==> src/rtl/mem_arb4.sv <==
// Four-port Avalon-MM arbiter: serializes single-word transfers from four masters
// onto one 36-bit memory slave, round-robin or fixed priority.
module mem_arb4 #(
  parameter int unsigned FIXED_PRIO = 0,
  localparam int unsigned AW = 18,
  localparam int unsigned DW = 36
) (
  input  logic          clk,
  input  logic          reset,
  input  logic [AW-1:0] s0_address,
  input  logic          s0_read,
  input  logic          s0_write,
  input  logic [DW-1:0] s0_writedata,
  output logic [DW-1:0] s0_readdata,
  output logic          s0_waitrequest,
  input  logic [AW-1:0] s1_address,
  input  logic          s1_read,
  input  logic          s1_write,
  input  logic [DW-1:0] s1_writedata,
  output logic [DW-1:0] s1_readdata,
  output logic          s1_waitrequest,
  input  logic [AW-1:0] s2_address,
  input  logic          s2_read,
  input  logic          s2_write,
  input  logic [DW-1:0] s2_writedata,
  output logic [DW-1:0] s2_readdata,
  output logic          s2_waitrequest,
  input  logic [AW-1:0] s3_address,
  input  logic          s3_read,
  input  logic          s3_write,
  input  logic [DW-1:0] s3_writedata,
  output logic [DW-1:0] s3_readdata,
  output logic          s3_waitrequest,
  output logic [AW-1:0] m_address,
  output logic          m_read,
  output logic          m_write,
  output logic [DW-1:0] m_writedata,
  input  logic [DW-1:0] m_readdata,
  input  logic          m_waitrequest
);

  localparam int unsigned NP = 4;

  typedef enum logic [1:0] {IDLE = 2'd0, BUSY = 2'd1, DONE = 2'd2} state_t;

  state_t        state_q, state_d;
  logic [1:0]    grant_q, grant_d;
  logic [1:0]    last_q, last_d;
  logic [NP-1:0] ack_q, ack_d;
  logic          m_read_d, m_write_d;
  logic [AW-1:0] m_address_d;
  logic [DW-1:0] m_writedata_d;
  logic [DW-1:0] rdata_q [NP];
  logic [DW-1:0] rdata_d [NP];

  logic [NP-1:0] req, wr;
  logic [AW-1:0] addr_in  [NP];
  logic [DW-1:0] wdata_in [NP];
  logic          found;
  logic [1:0]    win, cand;

  assign req = {s3_read | s3_write, s2_read | s2_write, s1_read | s1_write, s0_read | s0_write};
  assign wr  = {s3_write, s2_write, s1_write, s0_write};

  assign addr_in[0]  = s0_address;
  assign addr_in[1]  = s1_address;
  assign addr_in[2]  = s2_address;
  assign addr_in[3]  = s3_address;
  assign wdata_in[0] = s0_writedata;
  assign wdata_in[1] = s1_writedata;
  assign wdata_in[2] = s2_writedata;
  assign wdata_in[3] = s3_writedata;

  assign s0_readdata = rdata_q[0];
  assign s1_readdata = rdata_q[1];
  assign s2_readdata = rdata_q[2];
  assign s3_readdata = rdata_q[3];

  // Stalls come straight off the ack register so no input reaches them combinationally.
  assign s0_waitrequest = ~ack_q[0];
  assign s1_waitrequest = ~ack_q[1];
  assign s2_waitrequest = ~ack_q[2];
  assign s3_waitrequest = ~ack_q[3];

  // Next-state, arbitration and next values of every registered output.
  always_comb begin
    state_d       = state_q;
    grant_d       = grant_q;
    last_d        = last_q;
    ack_d         = ack_q;
    m_read_d      = m_read;
    m_write_d     = m_write;
    m_address_d   = m_address;
    m_writedata_d = m_writedata;
    for (int unsigned p = 0; p < NP; p++) rdata_d[p] = rdata_q[p];
    found = 1'b0;
    win   = 2'd0;
    cand  = 2'd0;

    // Round-robin starts the search just after the previous winner.
    for (int unsigned i = 0; i < NP; i++) begin
      cand = (FIXED_PRIO != 0) ? 2'(i) : 2'(last_q + 2'(i + 1));
      if (!found && req[cand]) begin
        found = 1'b1;
        win   = cand;
      end
    end

    case (state_q)
      IDLE: begin
        if (found) begin
          grant_d       = win;
          last_d        = win;
          m_address_d   = addr_in[win];
          m_writedata_d = wdata_in[win];
          m_write_d     = wr[win];
          m_read_d      = ~wr[win];
          state_d       = BUSY;
        end
      end
      BUSY: begin
        if (!m_waitrequest) begin
          m_read_d       = 1'b0;
          m_write_d      = 1'b0;
          ack_d[grant_q] = 1'b1;
          if (m_read) rdata_d[grant_q] = m_readdata;
          state_d        = DONE;
        end
      end
      DONE: begin
        ack_d   = '0;
        state_d = IDLE;
      end
      default: state_d = IDLE;
    endcase
  end

  always_ff @(posedge clk or posedge reset) begin
    if (reset) begin
      state_q     <= IDLE;
      grant_q     <= 2'd0;
      last_q      <= 2'd3;
      ack_q       <= '0;
      m_read      <= 1'b0;
      m_write     <= 1'b0;
      m_address   <= '0;
      m_writedata <= '0;
      for (int unsigned p = 0; p < NP; p++) rdata_q[p] <= '0;
    end else begin
      state_q     <= state_d;
      grant_q     <= grant_d;
      last_q      <= last_d;
      ack_q       <= ack_d;
      m_read      <= m_read_d;
      m_write     <= m_write_d;
      m_address   <= m_address_d;
      m_writedata <= m_writedata_d;
      for (int unsigned p = 0; p < NP; p++) rdata_q[p] <= rdata_d[p];
    end
  end

endmodule

==> config.mk <==
export PLATFORM = sky130hd
export DESIGN_NAME = mem_arb4
export DESIGN_NICKNAME = d
export VERILOG_FILES = /design/src/rtl/mem_arb4.sv
export SDC_FILE = /design/constraint.sdc
export NUM_CORES = 1
export LEC_CHECK = 0
export CORE_AREA = 2 2 184 186
export DETAILED_ROUTE_END_ITERATION = 10
export DIE_AREA = 0 0 186 188
export HOLD_SLACK_MARGIN = 0.08
export PLACE_DENSITY_LB_ADDON = 0.1
export SYNTH_ARGS = -nofsm -noshare
export SYNTH_HDL_FRONTEND = slang
export SYNTH_SLANG_ARGS = --single-unit
==> constraint.sdc <==
create_clock -name clk -period 13.2 [get_ports clk]
set_clock_uncertainty 0.1 [all_clocks]
set_input_delay 1.32 -clock clk [delete_from_list [all_inputs] [get_ports clk]]
set_output_delay 1.32 -clock clk [all_outputs]
set_load 0.005 [all_outputs]
Supply network:
The bar under the picture is 50 µm long. Pins as bars on the die edge.
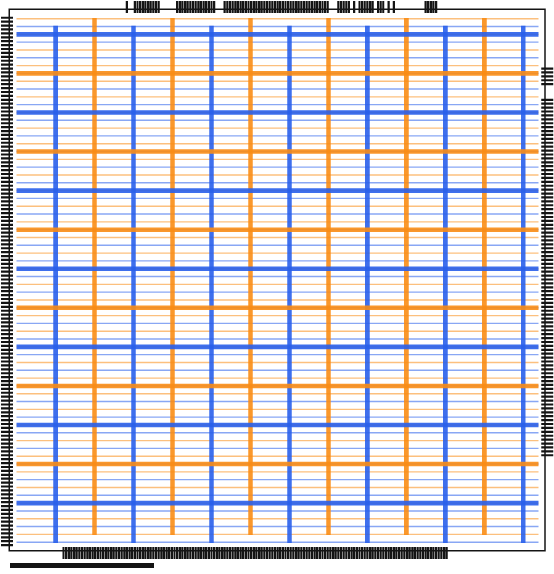
Blue is VSS. Orange is VDD.
The core has 67 rows. 13 straps on met4. 13 straps on met5. 467 signal pins sit on the boundary.

Cell classes on the final placement:
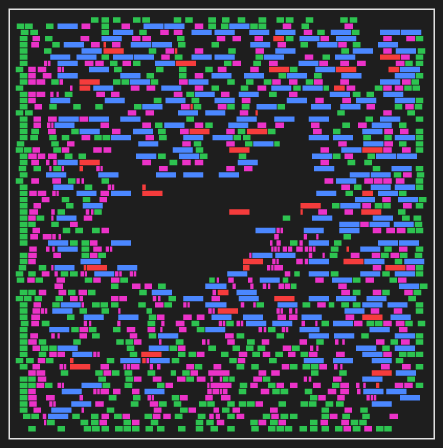
Blue is flops, cells 210. Green is other buffers and delay cells, cells 477. Magenta is combinational and other logic, cells 474. Red is clock drivers and dummy loads, cells 44.

==> GITHUB_STEP_SUMMARY <==
### Yosys + OpenROAD results

| Metric | Value |
|---|---|
| Post-route ant nets | 0 |
| WL/cell | 18.8 µm |
| Initial DRC count | 197 |
| NetSw | 1.09 mW |
| Least-Margin Pin Slew | just under 1000 ps |
| Late-Pin Clk Latency | 510 ps |
| Crit path max fanout | 45 |
| Clock Sinks | 210 |
| CTS Root Cell | clkbuf_16 |
| Worst Path Buf+Inv | 2 |
| Mapped Nets | 995 |
| Mapped Area | between 9000 and 10,000 µm² |
| Die Wd | 186 µm |
| Critical path cell sequence | clkdlybuf4s50_1, nor2_2, o32ai_1, a221oi_4, buf_4, mux2_2, a21o_1 |
| Worst setup endpoint | m_read$_DFFE_PP0P_ |
| Resized Gates After CTS | 0 |
| Core Region | 33,100 µm² |
| Unique masters post-synth | 30 |
| Reg power frac | 32.5% |
| Leakage | 6.72 nW |
| Minimum clock period | about 3900 ps |
| Unrepaired setup endpoints after global routing | no |
| Final setup viols | 0 |
| Peak VDD IR | 0.105 mV |
| Max Buffers Root-to-Sink | 3 |
| Crit-path max cell delay | around 730 ps |
| Largest net degree at the start of global routing | 80 |
| Share of async-settable or async-resettable flops after synthesis | 100% |
| Hold Slack | about 380 ps |
| Run status | finished, final reports clean |
| Final instance area | 15,500 µm² |
| Core Util at FP | 29.2% |
| Vias | between 7,000 and 8,000 |
| Synth Seq Share | between 50% and 60% |
| Cts bufs inserted | 25 |
| WP depth | 7 |
| Clk pwr share | 18.8% |
| Cells after Synth | approximately 730 |
| Layout net count | between 1,000 and 1,500 |
| Setup TNS | 0 ps |
| Post-DP HPWL | 23.5 mm |
| CP startpoint | s1_write |
| Final Total Pwr | about 3.4 mW |
| Post-synthesis cell count from yosys | ~730 |
| Area post-placement | ~15,000 µm² |
| Count of library flops with an enable pin | 0 |
| TritonRoute pass-1 iters | 4 |
| Slew Limit Fails | 0 |
| Grt ovf | 0 |
| All-Layer GR Usage | 17.6% |
| Delay-heaviest family, CP | buffers and inverters |
| CP Capture Type | flip-flop |
| Setup slack, reg-to-reg | 10,190 ps |
| Hold Buf Count CTS | 0 |
| Post-Syn Area per Cell | ~13 µm² |
| Max_slew headroom | between 30% and 40% |
| Peak Freq | around 0.26 GHz |
| Critical path data arrival time | 4200 ps |
| Hold Crit Class | reg2reg |
| Drc violations | 0 |
| Clock H-tree levels | 1 |
| Synthesis area per yosys | 9690 µm² |
| Pwr/cell area | 222 nW/µm² |
| Vias in the first global route | around 7,900 |
| R2r startpoint | last_q[0]$_DFFE_PP1P_ |
| FF+latch count, synth | approximately 210 |
Clock distribution:
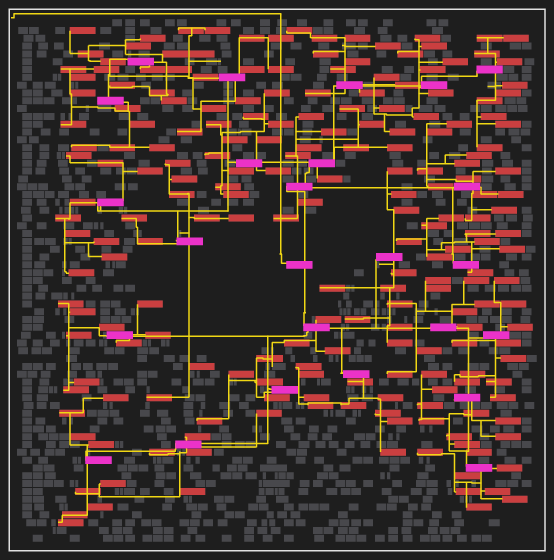
Magenta is clock drivers, count 25. Yellow is clock wires, length 3,190 µm. Red is flip-flops, count 210.
Position of the flops: all over the die. There are 26 routed clock nets.

Signal wires by layer:
The bar under the picture is 50 µm long.
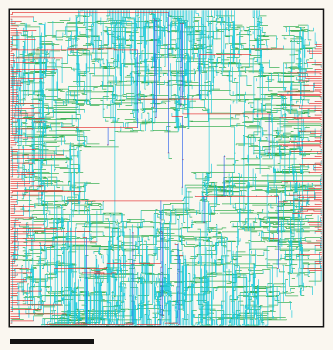
Blue is metal 4, wire length 831 µm. Green is metal 1, wire length 11,900 µm. Red is metal 3, wire length 2,620 µm. Cyan is metal 2, wire length 15,800 µm.

-- per-layer routing --
metal	track usage (%)	vias up	wire length, µm
met5	0	-	0
li1	-	3535	-
met2	31.8	294	15800
met1	19.8	3618	11900
met3	5.24	45	2620
met4	5.42	0	830
-- worst min-delay path, cell delays in order (launching register included) --
cell	delay (ps)
dfrtp_1	330
nand2_1	50
o21ai_1	60
-- logic make-up (layout without fill, tap and decap cells) --
| logic type | count (synthesis) | after routing | synth area share, % |
|---|---|---|---|
| simple gates | 84 | 84 | 3.73 |
| buf+inv | 55 | 528 | 3.23 |
| mux | 309 | 309 | 34.5 |
| other cells | 0 | 1 | 0 |
| flops | 210 | 210 | 54.3 |
| compound gates | 74 | 74 | 4.25 |
-- metrics by stage --
stage	setup WS, ps	std cells
4_1_cts	9320	1653
3_3_place_gp	8800	1609
6_report	9300	1654
2_1_floorplan	6050	732
3_5_place_dp	8770	1609
5_1_grt	9050	1654
-- cell usage in the layout (no fill, tap or decap), drive strengths merged, types with 2 or more instances in the layout --
master         instances
nand3b                 2
dfrtp                208
o21ai                 63
clkdlybuf4s50        466
buf                   11
and3                   5
clkinv                 5
nand2                 60
clkbuf                38
nor2                  10
nor4b                  2
dfstp                  2
a21oi                  4
inv                    8
mux2i                110
mux2                 199
-- Yosys cell counts (2+ instances only) --
cell type	instances	area [µm²]
nand3b_1	2	15.0
clkbuf_1	8	30.0
a21oi_1	4	20.0
nor2_1	8	30.0
mux2_2	172	1940
and3_1	5	31.3
nand2_1	60	225
dfrtp_1	208	5200
buf_6	9	101
nor2_2	2	12.5
o21ai_1	57	285
dfstp_2	2	52.6
mux2_1	27	304
buf_2	31	155
nor4b_1	2	17.5
o21ai_0	6	30.0
mux2i_1	110	1100
inv_1	7	26.3
-- final cells by class --
class	instances	area, µm²
timing repair buffer	477	4750
antenna	1	2.50
fill	3061	17600
tap	448	561
sequential	210	5260
inverter	7	33.8
clock inverter	6	33.8
clock buffer	38	734
multi-input combinational	467	4150
-- power groups by stage --
stage / logic (mW) / registers (mW) / clock network, mW
after global routing: 1.82 / 1.16 / 0.699
after CTS: 1.71 / 1.12 / 0.675
after global placement: 1.69 / 1.12 / 0
after floorplan: 0.823 / 1.13 / 0
final: 1.67 / 1.12 / 0.648
after detailed placement: 1.71 / 1.13 / 0
-- sequential cells by signal (all words and copies together), names as in the netlist, 4 cells and up --
register	flops
ack_q	4
m_address	18
m_writedata	36
s0_readdata	36
s1_readdata	36
s2_readdata	36
s3_readdata	36
-- how the worst min path moves through the flow --
stage | start | to | depth (start not counted)
floorplan | ack_q[3]$_DFFE_PP0P_ | ack_q[3]$_DFFE_PP0P_ | 2
global placement | m_address[16]$_DFFE_PP0P_ | m_address[16]$_DFFE_PP0P_ | 2
detailed placement | m_writedata[7]$_DFFE_PP0P_ | m_writedata[7]$_DFFE_PP0P_ | 2
CTS | m_writedata[7]$_DFFE_PP0P_ | m_writedata[7]$_DFFE_PP0P_ | 2
global route | m_writedata[7]$_DFFE_PP0P_ | m_writedata[7]$_DFFE_PP0P_ | 2
finish | m_writedata[7]$_DFFE_PP0P_ | m_writedata[7]$_DFFE_PP0P_ | 2
Power figures rest on the tool's default switching activity, not on a simulated workload.
